==> config.mk <==
export PLATFORM = sky130hd
export DESIGN_NAME = sparse_pp_sequencer
export DESIGN_NICKNAME = d
export VERILOG_FILES = /design/src/rtl/sparse_pp_sequencer.sv
export SDC_FILE = /design/constraint.sdc
export NUM_CORES = 1
export LEC_CHECK = 0
export ABC_AREA = 1
export CORE_MARGIN = 8
export CORE_UTILIZATION = 43
export CTS_CLUSTER_DIAMETER = 150
export CTS_CLUSTER_SIZE = 14
export DETAILED_ROUTE_END_ITERATION = 10
export PLACE_DENSITY = 0.72
export SLEW_MARGIN = 20
export SYNTH_ARGS = -nofsm -noshare
export SYNTH_HDL_FRONTEND = slang
export SYNTH_SLANG_ARGS = --single-unit
==> constraint.sdc <==
create_clock -name clk -period 8.49 [get_ports clk]
set_input_delay 2.1225 -clock clk [delete_from_list [all_inputs] [get_ports clk]]
set_output_delay 2.1225 -clock clk [all_outputs]
set_load 0.02 [all_outputs]
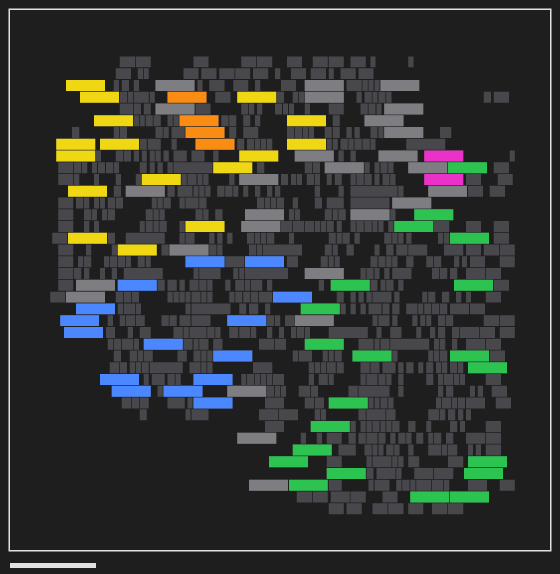
*Where the registers sit, run 1*
Scale bar: 20 um.
Key: `b_q` = yellow [flops 16]; `comp2` = orange [flops 4]; `i` = magenta [flops 2]; `result` = green [flops 21]; `mask_q` = blue [flops 15]
flop share of the area: 0.335
final core occ: 0.552
Flop area: 2130 sq um
P_seq: 667 uW

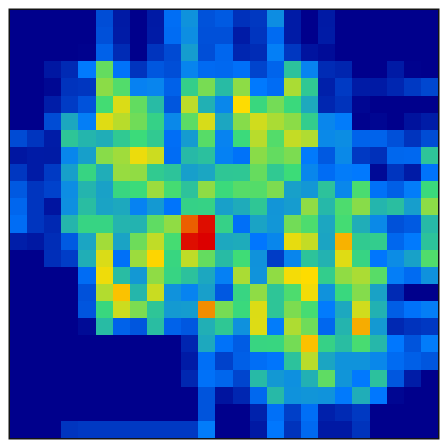
*Signal metal coverage by tile, run 1*
25 x 25 tiles, from dark blue (low) to red (high), scaled to the fullest tile. Values are wire area over tile area, all layers added.
The densest ninth of the die: middle. The emptiest ninth of the die: bottom left. The mean over all tiles is 0.13. 17% of the tiles are over half the peak.
routed vias: 4681
Total Routing Usage GR: 0.173
Routed Wire Length: 13.1 mm
Routed WL per cell: 14.7 um

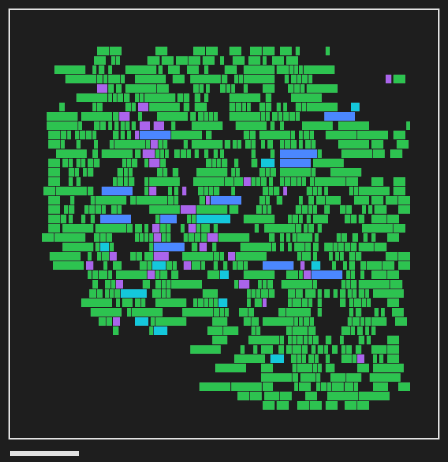
*Cell sizes after repair, run 1*
Scale bar: 20 um.
Key: x3 and x4 = cyan [cells 12, share 1.6%]; x1 and smaller = green [cells 696, share 92%]; x6 and larger = blue [cells 11, share 1.5%]; x2 = purple [cells 34, share 4.5%]
area delta synth->final: 24.7%
post-route setup slack: 3740 ps
Non-Clock Buffer Count: 90
post-route cell area: 6360 sq um

==> impl_metrics.json, run 1 <==
{
  "max-slew-margin-rel": 0.496,
  "drt_iter0_drc": 326,
  "cts-root-buf": "clkbuf_16",
  "ys_top_logic_family": "simple AND/OR/NAND/NOR gates",
  "ys.flop_type": "dfrtp_1",
  "tightest_slew_ps": 746,
  "numSynthFlops": 85,
  "drive_gt1_frac": 0.0757,
  "fin_crit_sh": 0.559,
  "rows": 39,
  "post-cts-setup-buffers": 0,
  "antenna_found_initial": 0,
  "critPathKind": "reg2out",
  "netlist_instances": 668,
  "timing.fmax_ghz": 0.211,
  "clock_sinks": 85,
  "ys_seq_share": 0.417,
  "hold_viol": 0,
  "clockBufferDepth": 2,
  "end_kind": "primary output",
  "min_path_cells": 2,
  "worst_ep_arrival_time_ps": 2630,
  "largest_reg_flops": 21,
  "xor_area_frac": 0.00172,
  "reg2reg_depth": 13,
  "syn_avg_cell_area_sq_um": 7.63,
  "rsz0062_at_grt": "false",
  "layout_min_cycle_time_ps": 4750,
  "maxCapViolCount": 0,
  "cts-resized-gates": 0,
  "status": "completed",
  "drt_first_pass_iters": 5,
  "synth-compound-area-share": 0.202,
  "ys_sh_simple": 0.234,
  "ios": 90,
  "diodes": 0,
  "fillCellCount": 1093,
  "critical_path_required_ps": 6370,
  "hold_class": "reg2reg",
  "path_max_fanout": 45,
  "edf_count": 0,
  "grt_max_degree": 53,
  "setup_tns_ps": 0,
  "viasPerCell": 5.22,
  "grt_pass1_wl_mm": 22.6,
  "maxSlewViolCount": 0
}
## run 1: cell families (layout without fill, tap and decap cells)
group | count (synthesis) | after routing
xor+xnor | 1 | 1
compound gates | 179 | 179
fa+ha+maj | 23 | 23
other cells | 1 | 2
simple gates | 270 | 270
buf+inv | 109 | 193
flops | 85 | 85
## run 1: per-stage QoR
stage                     cells  area, sq um  hold slack (ps)  total power [uW]  setup slack [ps]
after global placement      880         6060              462              1910              4200
after floorplan             669         5100              448              1590              4170
after detailed placement    880         6060              469              1950              4130
after CTS                   896         6350              484              2350              3760
after global routing        896         6360              502              2550              3600
final                       896         6360              481              2340              3740
## run 1: power breakdown
| group | switching (uW) | total (uW) | internal, uW |
|---|---|---|---|
| clock network | 156 | 392 | 236 |
| logic | 825 | 1280 | 458 |
| registers | 96.5 | 667 | 570 |
## run 1: layout make-up
cell class                 count  area [sq um]  area share
multi-input combinational    475          2530       0.399
sequential                    85          2130       0.335
timing repair buffer          90           893       0.141
inverter                      87           328      0.0516
clock buffer                  13           250      0.0394
tap                          143           179      0.0281
clock inverter                 3          45.0     0.00709
## run 1: cells in the mapped netlist (5+ instances only)
cell,n,share of area
clkbuf_1,15,0.011
inv_2,6,0.0044
nor2_2,9,0.011
nand4_1,6,0.0074
a21oi_2,7,0.012
inv_1,80,0.059
nand2_1,159,0.12
ha_1,22,0.054
o21ai_0,99,0.097
o22ai_1,7,0.0086
nand3_1,29,0.028
dfrtp_1,85,0.42
a21oi_1,34,0.033
a31oi_1,5,0.0061
o211ai_1,6,0.0088
nor2_1,47,0.035
## run 1: critical path: stages, from the launching register on
cell and delay (ps):
dfrtp_1 420, inv_1 100, ha_1 210, buf_4 250, inv_2 550, clkdlybuf4s50_1 730
## run 1: layout by cell type (no fill, tap or decap), drive strengths merged, types with 2 or more instances in the layout
cell | netlist | layout
nand2 | 164 | 164
o21ai | 102 | 102
clkdlybuf4s50 | 0 | 87
dfrtp | 85 | 85
inv | 86 | 85
nor2 | 60 | 60
a21oi | 41 | 41
nand3 | 30 | 30
ha | 22 | 22
clkbuf | 15 | 13
nand4 | 9 | 9
o22ai | 7 | 7
o211ai | 6 | 6
a31oi | 5 | 5
o31ai | 4 | 4
or2 | 3 | 3
nor3 | 3 | 3
buf | 7 | 3
a21o | 2 | 2
a32o | 2 | 2
o21bai | 2 | 2
a211oi | 2 | 2
conb | 1 | 2
clkinvlp | 0 | 2
clkinv | 1 | 2
## run 1: metal layers
metal | share of wire | GRT usage | routed length (um)
met4 | 0.0094 | 0.0595 | 123
met2 | 0.49 | 0.291 | 6380
met3 | 0.038 | 0.0347 | 501
met5 | 0 | 0 | 0
met1 | 0.47 | 0.216 | 6130
### Cell placement, run 1

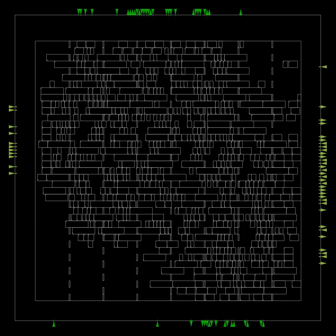

==> run 2: changes to the inputs <==
--- a/config.mk
+++ b/config.mk
@@ -11,7 +11,7 @@
 export CTS_CLUSTER_DIAMETER = 150
 export CTS_CLUSTER_SIZE = 14
 export DETAILED_ROUTE_END_ITERATION = 10
-export PLACE_DENSITY = 0.72
+export PLACE_DENSITY = 0.75
 export SLEW_MARGIN = 20
 export SYNTH_ARGS = -nofsm -noshare
 export SYNTH_HDL_FRONTEND = slang
==> constraint.sdc (replaced) <==
create_clock -name clk -period 4.12 [get_ports clk]
set_input_delay 1.03 -clock clk [delete_from_list [all_inputs] [get_ports clk]]
set_output_delay 1.03 -clock clk [all_outputs]
set_load 0.02 [all_outputs]
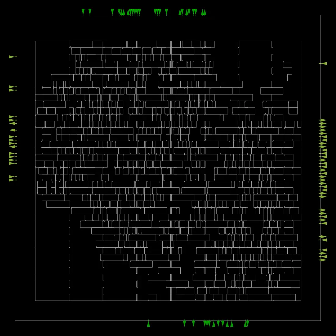
*Cell placement, run 2*
FILL cells: 1073
final instance count without filler cells: 900
flop count: 85
row count: 39
flop share of the area: 0.333

==> impl_metrics.json, run 2 <==
{
  "antenna_found_initial": 0,
  "top_cell_area_share": 0.417,
  "maxSlewViolCount": 0,
  "max-slew-margin-rel": 0.342,
  "clock_sinks": 85,
  "combPwrFrac": 0.550,
  "lay_top_count": "nand2_1",
  "maxCapViolCount": 0,
  "syn_avg_cell_area_sq_um": 7.63,
  "tightest_slew_ps": 987,
  "setup_tns_ps": 0,
  "drt_iter0_drc": 370,
  "swShare": 0.463,
  "diodes": 0,
  "top_cell": "nand2_1",
  "common_cells": "159 x nand2_1, 99 x o21ai_0, 85 x dfrtp_1",
  "internal-power_uw": 2630,
  "dp.cells": 884,
  "layout_min_cycle_time_ps": 3450,
  "status": "completed",
  "post-cts-setup-buffers": 0,
  "fin_crit_sh": 0.837,
  "critical_path_required_ps": 3090,
  "fin_area_sq_um": 6390,
  "critPathKind": "reg2out",
  "drive_gt1_frac": 0.0819,
  "worst_ep_arrival_time_ps": 2420,
  "numSynthFlops": 85,
  "reg2reg_depth": 15,
  "topCellsByArea": "dfrtp_1 42%, nand2_1 12%, o21ai_0 9.7%, inv_1 5.9%, ha_1 5.4%",
  "netlist_instances": 668,
  "viasPerCell": 5.41,
  "yosys.area.top_type": "dfrtp_1",
  "seqPwrFrac": 0.281,
  "clock_power_share": 0.169,
  "power.net_switching_uw": 2270,
  "grt_pass1_wl_mm": 22.6,
  "drt_first_pass_iters": 5,
  "largest_reg_flops": 21,
  "cts-resized-gates": 0,
  "lay_top_cells": "159 x nand2_1, 99 x o21ai_0, 87 x clkdlybuf4s50_1",
  "path_max_fanout": 26,
  "ys.flop_type": "dfrtp_1",
  "placed_cell_area_sq_um": 6090,
  "hold_class": "reg2reg",
  "final-comb-area_sq_um": 2530,
  "hold_viol": 0,
  "grt_max_degree": 53,
  "rsz0062_at_grt": "false",
  "end_kind": "primary output",
  "ios": 90,
  "clockBufferDepth": 2,
  "min_path_cells": 2,
  "cts-root-buf": "clkbuf_16",
  "final_core_util": 0.555
}
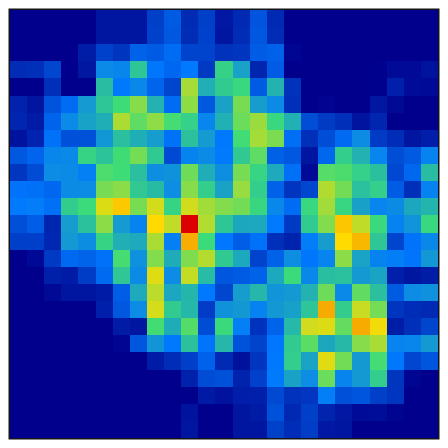
*Signal metal coverage by tile, run 2*
25 x 25 tiles, from dark blue (low) to red (high), scaled to the fullest tile. Values are wire area over tile area, all layers added.
The mean over all tiles is 0.14. 25% of the tiles are nearly empty. The fullest tile reaches 0.62. The emptiest ninth of the die: bottom left.
routed vias: 4869
Routed Wire Length: 13.5 mm
Routed WL per cell: 15.0 um
Total Routing Usage GR: 0.176

-- run 2: netlist changes by cell type in the layout (fill, tap and decap cells not counted), sizes merged --
cell / change
clkinv: +3
buf: +4
clkinvlp: -1
clkbuf: -2
-- run 2: worst max-delay path, cell delays in order, from the launching register on --
cell and delay (ps):
dfrtp_1 430, inv_1 100, ha_1 810, inv_2 130, clkdlybuf4s50_1 580
-- run 2: layer usage --
metal	GRT usage	part of all wire	up-vias
met4	0.0595	0.015	0
met1	0.211	0.44	2299
met3	0.0505	0.063	19
met5	0	0	-
li1	-	-	2374
met2	0.296	0.49	177
-- run 2: metrics by stage --
| step | total power [uW] | setup slack [ps] | hold slack [ps] |
|---|---|---|---|
| after floorplan | 3270 | 897 | 448 |
| after global placement | 3980 | 787 | 462 |
| after detailed placement | 4060 | 773 | 469 |
| after CTS | 4920 | 661 | 483 |
| after global routing | 5320 | 487 | 511 |
| final | 4900 | 673 | 480 |
-- run 2: power groups by stage --
stage | logic, uW | clock network (uW) | registers (uW)
after detailed placement | 2670 | 0 | 1390
after global routing | 3020 | 881 | 1420
after floorplan | 1790 | 0 | 1480
after CTS | 2690 | 847 | 1380
after global placement | 2600 | 0 | 1370
final | 2700 | 829 | 1380
-- run 2: kinds of logic (layout without fill, tap and decap cells) --
logic type	after synthesis	count (layout)	synth area share
other cells	1	2	0.000736
xor+xnor	1	1	0.00172
simple gates	270	270	0.234
buf+inv	109	197	0.0871
fa+ha+maj	23	23	0.0579
flops	85	85	0.417
compound gates	179	179	0.202
-- run 2: cell type report --
| cell class | count | area share |
|---|---|---|
| clock buffers | 11 | 0.0380 |
| clock inverters | 5 | 0.00940 |
| inverters | 87 | 0.0513 |
| multi-input cells | 475 | 0.396 |
| flip-flops and latches | 85 | 0.333 |
| well taps | 143 | 0.0280 |
| repair buffers | 94 | 0.145 |
Power figures rest on the tool's default switching activity, not on a simulated workload.
